Run 1, pin placement:
Pins as bars across the die edge, other pins in gray.
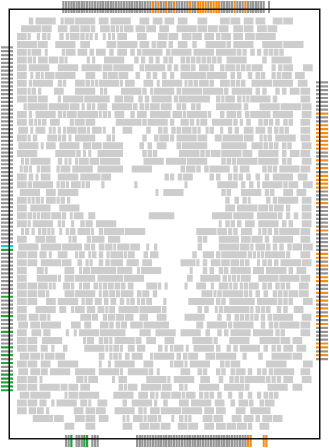
Run 1, cells colored by class:
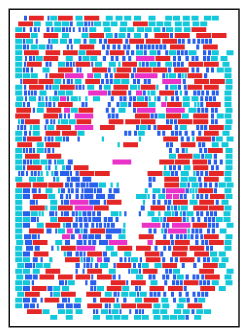
Run 1, clock distribution:
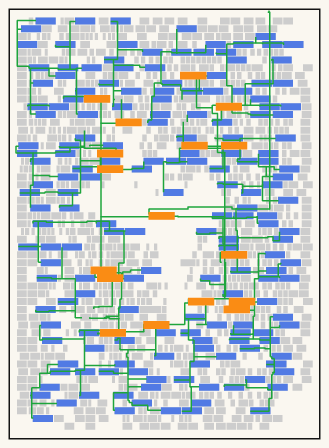
<file path="src/rtl/mesm6_bus_arbiter.sv">
// Two-master memory arbiter for the MESM-6 core: round-robin between the
// instruction fetch port and the data port, with a response watchdog.
module mesm6_bus_arbiter #(
    parameter int TMO_BITS = 8
) (
    input  logic        clk,
    input  logic        reset,
    input  logic        ibus_fetch,
    input  logic [14:0] ibus_addr,
    output logic [47:0] ibus_input,
    output logic        ibus_done,
    input  logic        dbus_read,
    input  logic        dbus_write,
    input  logic [14:0] dbus_addr,
    input  logic [47:0] dbus_output,
    output logic [47:0] dbus_input,
    output logic        dbus_done,
    output logic        mem_read,
    output logic        mem_write,
    output logic [14:0] mem_addr,
    output logic [47:0] mem_wdata,
    input  logic [47:0] mem_rdata,
    input  logic        mem_done,
    output logic        bus_error
);

    typedef enum logic [1:0] {IDLE, DBUS, IBUS, RESP} state_t;

    localparam logic [TMO_BITS-1:0] TMO_ONE = TMO_BITS'(1);
    localparam logic [TMO_BITS-1:0] TMO_MAX = '1;

    state_t              state_q, state_d;
    logic                lastIbus_q, lastIbus_d;
    logic                memRead_q, memRead_d;
    logic                memWrite_q, memWrite_d;
    logic [14:0]         memAddr_q, memAddr_d;
    logic [47:0]         memWdata_q, memWdata_d;
    logic [47:0]         ibusInput_q, ibusInput_d;
    logic [47:0]         dbusInput_q, dbusInput_d;
    logic                ibusDone_q, ibusDone_d;
    logic                dbusDone_q, dbusDone_d;
    logic                busError_q, busError_d;
    logic [TMO_BITS-1:0] tmo_q, tmo_d;

    logic                dataReq;
    logic [TMO_BITS-1:0] tmoNext;
    logic                tmoExpire;

    assign dataReq   = dbus_read | dbus_write;
    assign tmoNext   = tmo_q + TMO_ONE;
    // Expire on the cycle whose increment would reach all-ones, so the
    // strobe lasts exactly 2**TMO_BITS-1 cycles.
    assign tmoExpire = !mem_done && ((tmoNext == TMO_MAX) || (tmo_q == TMO_MAX));

    always_ff @(posedge clk) begin
        if (reset) begin
            state_q <= IDLE;
        end else begin
            state_q <= state_d;
        end
    end

    always_comb begin
        state_d = state_q;
        case (state_q)
            IDLE: begin
                if (dataReq && (!ibus_fetch || lastIbus_q)) begin
                    state_d = DBUS;
                end else if (ibus_fetch) begin
                    state_d = IBUS;
                end
            end
            DBUS, IBUS: begin
                if (mem_done || tmoExpire) begin
                    state_d = RESP;
                end
            end
            default: state_d = IDLE;
        endcase
    end

    always_comb begin
        lastIbus_d  = lastIbus_q;
        memRead_d   = 1'b0;
        memWrite_d  = 1'b0;
        memAddr_d   = memAddr_q;
        memWdata_d  = memWdata_q;
        ibusInput_d = ibusInput_q;
        dbusInput_d = dbusInput_q;
        ibusDone_d  = 1'b0;
        dbusDone_d  = 1'b0;
        busError_d  = busError_q;
        tmo_d       = tmo_q;
        case (state_q)
            IDLE: begin
                if (state_d == DBUS) begin
                    lastIbus_d = 1'b0;
                    memAddr_d  = dbus_addr;
                    memWdata_d = dbus_output;
                    memWrite_d = dbus_write;
                    memRead_d  = !dbus_write;
                    tmo_d      = '0;
                end else if (state_d == IBUS) begin
                    lastIbus_d = 1'b1;
                    memAddr_d  = ibus_addr;
                    memRead_d  = 1'b1;
                    tmo_d      = '0;
                end
            end
            DBUS: begin
                if (mem_done) begin
                    dbusDone_d = 1'b1;
                    if (!memWrite_q) begin
                        dbusInput_d = mem_rdata;
                    end
                end else if (tmoExpire) begin
                    dbusDone_d  = 1'b1;
                    dbusInput_d = '0;
                    busError_d  = 1'b1;
                    tmo_d       = TMO_MAX;
                end else begin
                    memRead_d  = memRead_q;
                    memWrite_d = memWrite_q;
                    tmo_d      = tmoNext;
                end
            end
            IBUS: begin
                if (mem_done) begin
                    ibusDone_d  = 1'b1;
                    ibusInput_d = mem_rdata;
                end else if (tmoExpire) begin
                    ibusDone_d  = 1'b1;
                    ibusInput_d = '0;
                    busError_d  = 1'b1;
                    tmo_d       = TMO_MAX;
                end else begin
                    memRead_d = 1'b1;
                    tmo_d     = tmoNext;
                end
            end
            default: ;
        endcase
    end

    always_ff @(posedge clk) begin
        if (reset) begin
            lastIbus_q  <= 1'b1;
            memRead_q   <= 1'b0;
            memWrite_q  <= 1'b0;
            memAddr_q   <= '0;
            memWdata_q  <= '0;
            ibusInput_q <= '0;
            dbusInput_q <= '0;
            ibusDone_q  <= 1'b0;
            dbusDone_q  <= 1'b0;
            busError_q  <= 1'b0;
            tmo_q       <= '0;
        end else begin
            lastIbus_q  <= lastIbus_d;
            memRead_q   <= memRead_d;
            memWrite_q  <= memWrite_d;
            memAddr_q   <= memAddr_d;
            memWdata_q  <= memWdata_d;
            ibusInput_q <= ibusInput_d;
            dbusInput_q <= dbusInput_d;
            ibusDone_q  <= ibusDone_d;
            dbusDone_q  <= dbusDone_d;
            busError_q  <= busError_d;
            tmo_q       <= tmo_d;
        end
    end

    assign mem_read   = memRead_q;
    assign mem_write  = memWrite_q;
    assign mem_addr   = memAddr_q;
    assign mem_wdata  = memWdata_q;
    assign ibus_input = ibusInput_q;
    assign dbus_input = dbusInput_q;
    assign ibus_done  = ibusDone_q;
    assign dbus_done  = dbusDone_q;
    assign bus_error  = busError_q;

endmodule
</file>
<file path="config.mk">
export PLATFORM = sky130hd
export DESIGN_NAME = mesm6_bus_arbiter
export DESIGN_NICKNAME = d
export VERILOG_FILES = /design/src/rtl/mesm6_bus_arbiter.sv
export SDC_FILE = /design/constraint.sdc
export NUM_CORES = 1
export LEC_CHECK = 0
export CORE_ASPECT_RATIO = 1.4
export CORE_MARGIN = 2
export CORE_UTILIZATION = 46
export CTS_BUF_LIST = sky130_fd_sc_hd__clkbuf_16
export CTS_CLUSTER_SIZE = 16
export DETAILED_ROUTE_END_ITERATION = 10
export GPL_TIMING_DRIVEN = 0
export PLACE_DENSITY = 0.86
export SYNTH_ARGS = -nofsm -noshare
export SYNTH_HDL_FRONTEND = slang
export SYNTH_SLANG_ARGS = --single-unit
</file>
<file path="constraint.sdc">
create_clock -name clk -period 4.7 [get_ports clk]
set_input_delay 0.94 -clock clk [delete_from_list [all_inputs] [get_ports clk]]
set_output_delay 0.94 -clock clk [all_outputs]
set_load 0.005 [all_outputs]
</file>
==> results.txt, run 1 <==
Results of the run.

The reg-to-reg endpoint is mem_wdata[35]. The routed length on met2 is 12.1 mm. The via count of the first global-routing pass is 7,278. The simple-gate share of the synthesized area is 16.2%.

The number of optimization iterations in the first detailed-route pass is 8. The routed metal-1 wire length is 8.32 mm. The clock edge transition at the registers on the reported setup and hold paths is 0.07 ns.

The start of the worst register-to-register path is tmo_q[0]. The maximum vdd ir drop is 0.550 mV. The routed layout has 7,394 vias. The AND-OR/OR-AND share of the synthesized area is 23.0%.

The synthesis run shows multiplexers occupying 2.16% of the cell area. The classification of the worst-slack hold path is register to register. The post-synthesis cell area is 0.00694 mm^2.

The number of cells on the worst reg-to-reg path is 13. The setup slack of the most critical reg-to-reg path is 1.10 ns. The element type at the critical path end is a register. The worst setup path is launched from a register. The count of placed standard cells including taps is 1,324. The number of hold buffers added after cts is 0.

Entering global routing, the biggest net connects 17 pins. The portion of synthesized cell area occupied by the leading cell type is 50.5%. According to the timing report, the critical path is captured at mem_wdata[35]. The number of buffers created by CTS is 17. The largest stage delay on the critical path is 0.45 ns. After clock tree synthesis, the setup repair step added 0 buffers. The end of the worst hold path is bus_error. The number of levels the H-tree was split into is 4. After synthesis, the share of flip-flops with an asynchronous set or reset is 0%. The STA report counts the stages on the worst setup path as 13. The aggregate negative setup slack is 0 ns. The per-instance average area after synthesis is 8.29 um^2. The source of the critical timing path is tmo_q[0]. According to the timing report, the arrival time at the worst endpoint equals 3.95 ns. Of the combinational cells, the family taking the most area is AND-OR/OR-AND gates. Pins over their slew limit in the final report were tallied at 0. The final wirelength is 23.0 mm. The clock latency reported for the late side of the worst-skew pair is 0.42 ns. The number of top-level pins is 296. The main flop type after synthesis is sky130_fd_sc_hd__dfxtp_1. The power density normalized to cell area is 554 mW/mm^2. The logs give a warning total of 31. Max-cap violations in this run came to 0.

The proportion of synthesized chip area in sequential cells is 50.5%. The overflow left after global routing is 0. Per the post-run analysis, buffers plus inverters along the critical path come to 3.

The net switching power is 2210 uW. The final power report lists total power as 5920 uW. The cell count of the worst hold path is 2. In the routed layout, each cell is associated on average with a via count of 5.46. The initial DRC count is 514. The total of flip-flops plus latches after synthesis is 175. The reported sequential group power is 1980 uW.

The final timing report lists a hold violation count of 0. The critical path goes through ha_1 -> xor2_1 -> nand4_1 -> o21ai_1 -> o21ai_0 -> a21o_1 -> ha_1 -> buf_2 -> nand2_1 -> clkbuf_1 -> buf_1 -> nand2_1 -> a21oi_1. The synthesized design spends more area on one cell type than any other, namely sky130_fd_sc_hd__dfxtp_1. The detailed placer's ending HPWL is 17.3 mm. Sorting the synthesized cells by how often they occur yields sky130_fd_sc_hd__dfxtp_1, sky130_fd_sc_hd__a21oi_1, sky130_fd_sc_hd__nand2_1. The worst hold slack after final layout is 0.443 ns.

The first-pass GRT wire length is 36.3 mm. The main area contributors are sky130_fd_sc_hd__dfxtp_1, sky130_fd_sc_hd__a21oi_1, sky130_fd_sc_hd__nand3_1. The share of power burned in registers is 33.5%. The initial cell density of the core is 46.5%.

Post-synthesis, Yosys gives the total cell area as 0.00694 mm^2. The initial antenna violation count is 0. The gate-level netlist out of Yosys references 40 unique cell types. The overall chip area is 0.0161 mm^2. The worst-path maximum fanout is 10. The run finished with clean final reports. TritonCTS reports the number of clock sinks as 175. The synthesized-area fraction occupied by xor and xnor cells is 0.252%.

The longest clock path from root to sink contains 2 buffers. The post-route netlist has 4.73% of its cells at a drive strength greater than 1. The count of final setup violators is 0. The count of nets left with antenna violations once routing finished came out at 0.

The leakage component of the power was reported as 0.00369 uW. The global-route usage over all layers is 28.4%. The switching portion of total power is 37.4%. Per the post-place timing report, worst setup slack is 0.807 ns. The placement summary gives the final routability congestion estimate as 0.852. The final timing report derives a shortest allowable period of 3.60 ns. TritonCTS built the clock tree. The part of the power in the clock network is 23.0%.

Counting flops with a built-in enable in the synthesized netlist gives 0.
About 'pin placement':
legend:
  mem_read:
    color: cyan
    pins: 1
    direction: output
    edge: west
  dbus_addr:
    color: green
    pins: 15
    direction: input
    edge: 12 west, 3 south
  ibus_input:
    color: orange
    pins: 48
    direction: output
    edge: 29 east, 15 north, 4 south
all pins by edge: 89 west, 78 north, 72 east, 57 south
Chip Height: 149 um
overall die width: 108 um
total of buffers placed on input and output ports: 294

About 'cells colored by class':
legend:
  clock drivers and dummy loads:
    color: magenta
    cells: 30
    share_of_their_area: 5.3%
  other buffers and delay cells:
    color: cyan
    cells: 377
    share_of_their_area: 32%
  all other logic:
    color: blue
    cells: 580
    share_of_their_area: 29%
  flip-flops:
    color: red
    cells: 175
    share_of_their_area: 34%
Design Area, Final: 0.0107 mm^2
core box area: 0.0149 mm^2
Layout Utilization: 71.6%

About 'clock distribution':
legend:
  flip-flops:
    color: blue
    count: 175
  cells driving clock nets:
    color: orange
    count: 17
  clock wires:
    color: green
    length: 2,000 um
flops lie: all over the die
routed clock nets: 18

run 1: registers in the layout (all words and copies together), names as in the netlist:
signal,flops
dbus_input,48
ibus_input,48
mem_wdata,48
mem_addr,15
tmo_q,8
state_q,2
bus_error,1
dbus_done,1
ibus_done,1
lastIbus_q,1
mem_read,1
mem_write,1
run 1: cell type report:
class	instances	area [um^2]
Multi-Input combinational cell	572	2990
Fill cell	1190	4240
Tap cell	192	240
Timing Repair Buffer	294	2940
Clock buffer	17	425
Inverter	8	30.0
Sequential cell	175	3500
Clock inverter	13	130
Buffer	83	417
run 1: metal layers:
layer	global-route usage [%]	vias to the layer above
met4	12.9	0
met2	52.1	359
met5	0	-
li1	-	3573
met3	6.99	60
met1	30.2	3402
==> run 2: changes to the inputs <==
Settings changed: CORE_UTILIZATION 46 to 43, PLACE_DENSITY 0.86 to 0.81.
Clock period 4.7 ns to 3.8 ns, I/O delays scaled along.
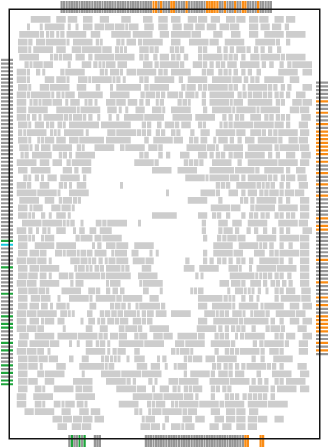
Run 2: pin placement
Pins as bars across the die edge, other pins in gray.
legend:
  dbus_addr:
    color: green
    pins: 15
    direction: input
    edge: 12 west, 3 south
  mem_read:
    color: cyan
    pins: 1
    direction: output
    edge: west
  ibus_input:
    color: orange
    pins: 48
    direction: output
    edge: 28 east, 16 north, 4 south

==> run 2 against run 1 <==
Worst setup slack got worse by 0.66 ns; critical path depth did not move; combinational power rose by 22%; non-clock buffer count did not move; total power rose by 25%; synthesized cell count did not move; maximum frequency rose by 7.0%; register-to-register slack got worse by 0.66 ns; clock skew rose by 0.0039 ns; final cell count rose by 0.59%; sequential cell count did not move; critical endpoint is now mem_wdata[46]; largest cell class unchanged.
==> results.txt, run 2 <==
Results of the run.

The run finished with clean final reports. Summed over all nets, wire length on met2 after detailed routing comes to 11.8 mm. The worst setup slack after placement is 0.0582 ns. The flop count is 175. The initial DRC count is 731. The worst register-to-register path depth is 13.

The share of power burned in registers is 33.2%. The later pin in the worst-skew pair is clocked with a latency of 0.43 ns. The met2 demand-to-capacity share in global routing is 46.9%. In this run, synthesis produced a sequential element count of 175. Endpoints with negative setup slack in the final report add up to 0. The synthesized-area fraction occupied by xor and xnor cells is 0.252%. In this run the number of cells on the critical path is 13. The final count of pins violating max slew is 0. Entering global routing, the biggest net connects 17 pins. The number of tap cells inserted is 199. The die is 154 um tall. The element type at the critical path end is a register. The main area contributors are sky130_fd_sc_hd__dfxtp_1, sky130_fd_sc_hd__a21oi_1, sky130_fd_sc_hd__nand3_1. The post-route netlist has 4.82% of its cells at a drive strength greater than 1. During I/O placement, the number of pins put on the boundary was 296.

The die is 111 um wide. The first global-routing pass estimated 35.7 mm of wire. The clock edge transition at the registers on the reported setup and hold paths is 0.06 ns. Buffers outside the clock tree occupy 31.3% of the routed design's cell area.

The count of clock-net buffers in the final layout is 17. The longest clock path from root to sink contains 2 buffers. The number of buffers created by CTS is 17. Summing over the stages, the warning tally comes to 31. The number of optimization iterations in the first detailed-route pass is 5. The post-layout total power is 7410 uW. The leakage power in the latest report is 0.00371 uW. In this run the full chip footprint comes out at 0.0172 mm^2.

In this run the remaining antenna-violating nets after routing total 0. The time the worst path needs with I/O delays and setup is 3.37 ns. In the final layout, flip-flops and latches occupy 0.00350 mm^2. The largest family of logic cells by area is AND-OR/OR-AND gates. The count of placed standard cells including taps is 1,331. Fill cells in the final layout number 1,313. The via count of the first global-routing pass is 7,006. STA classifies the critical path startpoint as a register. The multi-input combinational cell area is 0.00299 mm^2. Data on the critical path arrives at its endpoint at 3.71 ns. VDD sags by at most 0.465 mV.

The worst hold slack after final layout is 0.448 ns. Of the total standard cell area in the layout, the multi-input combinational portion is 27.9%. TritonCTS built the clock tree. The end of the worst hold path is bus_error. The final design area excluding fillers is 0.0107 mm^2. The post-synth count of flops with an enable pin is 0.

The number of vias per cell after detailed routing is 5.33. The initial antenna violation count came to 0. The worst setup path endpoint is mem_wdata[46].

The aggregate negative setup slack is 0 ns. After detailed routing, the wire length on met1 is 8.65 mm. The flow reported a cell area power density of 690 mW/mm^2. Yosys reported that registers with async set or reset make up 0%. The post-synthesis cell area is 0.00694 mm^2.

The setup slack of the most critical reg-to-reg path is 0.43 ns. The main flop type after synthesis is sky130_fd_sc_hd__dfxtp_1. The simple-gate share of the synthesized area is 16.2%. Per the run summary, max-cap violations total 0. The part of the power in the clock network is 24.4%. The share of the Yosys chip area taken by registers is 50.5%.

The start of the worst register-to-register path is tmo_q[0]. The final tally of hold violations is 0. The worst-path maximum fanout is 10. According to the dpl log, the detail-placed design has an HPWL of 16.9 mm. The fraction of final cell area spent on clock buffers and inverters in this run is 5.64%. The reported sequential group power is 2460 uW. The number of hold buffers added after cts is 0. For this run, combinational gates with multiple inputs come to 572. Net switching is 36.4% of the power. The congestion estimate from routability-driven global placement came to 0.855.

The worst hold path passes through 2 cells. CTS saw 175 sinks. Multiplexer cells account for 2.16% of the synthesized area. For this run, global-route usage on met3 was measured as 6.97%. The total of buffers placed on input and output ports is 294. The cell sequence reported for the critical path is ha_1 -> xor2_1 -> nand4_1 -> o21ai_1 -> o21ai_0 -> a21o_1 -> ha_1 -> buf_2 -> nand2_1 -> clkbuf_2 -> clkbuf_1 -> nand2_1 -> a21oi_1. The count of plain and timing-repair buffers is 377. The path class of the tightest hold or removal check is register to register. Yosys reports that the most numerous cell types are sky130_fd_sc_hd__dfxtp_1, sky130_fd_sc_hd__a21oi_1, sky130_fd_sc_hd__nand2_1. Per STA, the highest per-stage delay on the worst path measures 0.45 ns. Summed over all nets, the switching power comes to 2690 uW.

The cell type with the largest total area after synthesis is sky130_fd_sc_hd__dfxtp_1. The layer carrying the most global-route usage is met2.
==> run 2: cell types whose count changed in the layout (fill, tap and decap cells not counted) <==
cell                        before  now
sky130_fd_sc_hd__clkinv_1        0    1
sky130_fd_sc_hd__clkinv_4        2    1
sky130_fd_sc_hd__clkinv_2        1    0
sky130_fd_sc_hd__clkbuf_1       61   60
sky130_fd_sc_hd__clkbuf_2        0    1
sky130_fd_sc_hd__bufinv_16       1    3
==> run 2: worst min-delay path, delay by kind of cell, from the launching register on <==
kind	cells	cell delay, ns
DFF	1	0.31
buffers and inverters	1	0.05
AOI/OAI and AO/OA	1	0.05
==> run 2: logic make-up after synthesis <==
kind of cell    Yosys count
buf+inv                  91
fa+ha+maj                 8
simple gates            253
mux                      15
flops                   175
xor+xnor                  2
compound gates          294
==> run 3: changes to the inputs <==
Settings changed: PLACE_DENSITY 0.81 to default, PLACE_DENSITY_LB_ADDON from default to 0.1.
Clock period 3.8 ns to 3.3 ns, I/O delays scaled along.
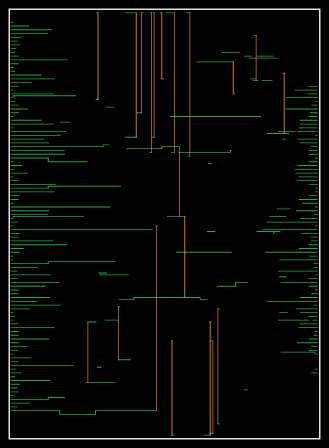
Run 3: routed metal, one color a layer
Two of the layers only.
legend:
  met4:
    color: orange
    wire_length: 692 um
  met3:
    color: green
    wire_length: 1,690 um
WL per Instance: 16.7 um
via count: 7,183
GR Util All Layers: 26.2%
detailed-route wire length: 22.7 mm

==> run 3 against run 2 <==
Combinational power increased by 19%; hold slack got worse by 0.0022 ns; routed wire length increased by 0.94%; sequential cell count unchanged; core utilization about the same; die area unchanged; first-iteration DRC count decreased by 27%; maximum frequency increased by 12%; synthesized cell count unchanged; clock power increased by 7%; sequential power increased by 15%; critical endpoint is now mem_wdata[42]; largest cell class unchanged; highest routed layer unchanged.
==> results.txt, run 3 <==
Results of the run.

The flow ran to the end, and the final reports show no timing, DRC or antenna violations. The maximum count of clock buffers along a single path is 2. The initial antenna violation count is 0.

The final cell utilization of the core is 67.3%. For reference, the top cells by count after synthesis are sky130_fd_sc_hd__dfxtp_1, sky130_fd_sc_hd__a21oi_1, sky130_fd_sc_hd__nand2_1. Counting both buffers and inverters, the worst setup path holds a total of 3. The routed length on met2 is 11.6 mm. The setup fix buffers added after clock tree synthesis is 0.

The overflow left after global routing is 0. The height of the die is 154 um. The share of cells above drive strength 1 is 5.24%. The met3 track demand over resource in global routing is 8.11%. The maximum vdd ir drop is 0.628 mV. STA classifies the critical path endpoint as a register. The routed design shows a via density per instance of 5.27. The initial DRC count is 534. The maximum number of pins on one net before global-route repair is 20.

Per the placement report, the placed cell count is 1,331. The skew report gives the latency at the later pin of the worst-skew pair as 0.43 ns. The number of clock buffers added by TritonCTS is 17.

The detailed placer's ending HPWL is 17.1 mm. The part of the power in the clock network is 22.6%. Global routing consumed, on the met1 layer, 28.5% of the routing resources. The number of clock sinks is 175. The total of buffers placed on input and output ports is 294. On the worst setup and hold paths after CTS, the clock-pin slew comes to 0.07 ns. For reference, the top logic cell family by area is AND-OR/OR-AND gates.

Fill cells in the final layout number 1,396. For reference, the final report shows the hold violation count at 0. The first-pass GRT wire length is 36.3 mm.

Per STA, the worst path is made up of ha_2 -> xor2_1 -> nand4_1 -> o21ai_2 -> o21ai_0 -> a21o_1 -> ha_1 -> buf_2 -> nand2_1 -> clkbuf_4 -> clkbuf_4 -> nand2_1 -> a21oi_1. Per the synthesis report, the number of distinct cell types is 40. In this run the cell area of the synthesized design comes to 0.00694 mm^2. According to the floorplan report, the total die area is 0.0172 mm^2.

The post-synth tally of flip-flops with integrated enable is 0. After routing the design area is 0.0107 mm^2. On the worst path, the slowest cell contributes a delay of 0.42 ns. The proportion of synthesized chip area in sequential cells is 50.5%. Per the final report, max-transition violations number 0.

Hold repair after CTS inserted 0 buffers. The total of flip-flops plus latches after synthesis is 175. In this run switching power makes up 36.3% of total power. The synthesis run shows multiplexers occupying 2.16% of the cell area. Per the gpl log, the routability congestion estimate is 0.812.

Per the post-place timing report, worst setup slack is -0.418 ns. In this run, the synthesized area fraction spent on xor and xnor cells is recorded as 0.252%. Post-synth the commonest register cell is sky130_fd_sc_hd__dfxtp_1.

The aggregate negative setup slack is 0 ns. The reported sequential group power is 2830 uW. The leakage power summed over all cells is 0.00373 uW. Averaged over all synthesized cells, the footprint is 8.29 um^2.

The layer carrying the most global-route usage is met2. The AND-OR/OR-AND share of the synthesized area is 23.0%. The number of levels the H-tree was split into is 4.
[run 3: final cells by class]
cell class	instances	area, um^2	share of cell area (%)
Timing Repair Buffer	295	2950	27.5
Tap cell	199	249	2.32
Sequential cell	175	3500	32.6
Clock buffer	17	425	3.96
Inverter	8	30.0	0.280
Clock inverter	15	130	1.21
Buffer	82	438	4.08
Multi-Input combinational cell	572	3010	28.0
[run 3: final timing paths]
| check | startpoint | to | slack, ns | depth (start not counted) |
|---|---|---|---|---|
| setup / recovery | tmo_q[1] | mem_wdata[42] | 0.30 | 13 |
| hold reg to reg | bus_error | bus_error | 0.45 | 2 |
| hold / removal | bus_error | bus_error | 0.45 | 2 |
| setup reg to reg | tmo_q[1] | mem_wdata[42] | 0.30 | 13 |

==> layout pictures side by side <==
Routing congestion map.
Plate I
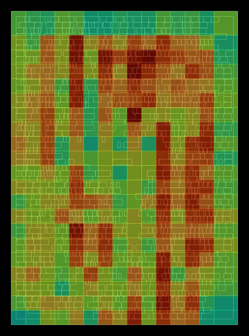
Plate II
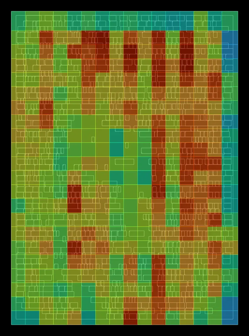
- run 2 = Plate II
- run 1 = Plate I

No activity file was given, so power comes from the tool's default toggle rates.
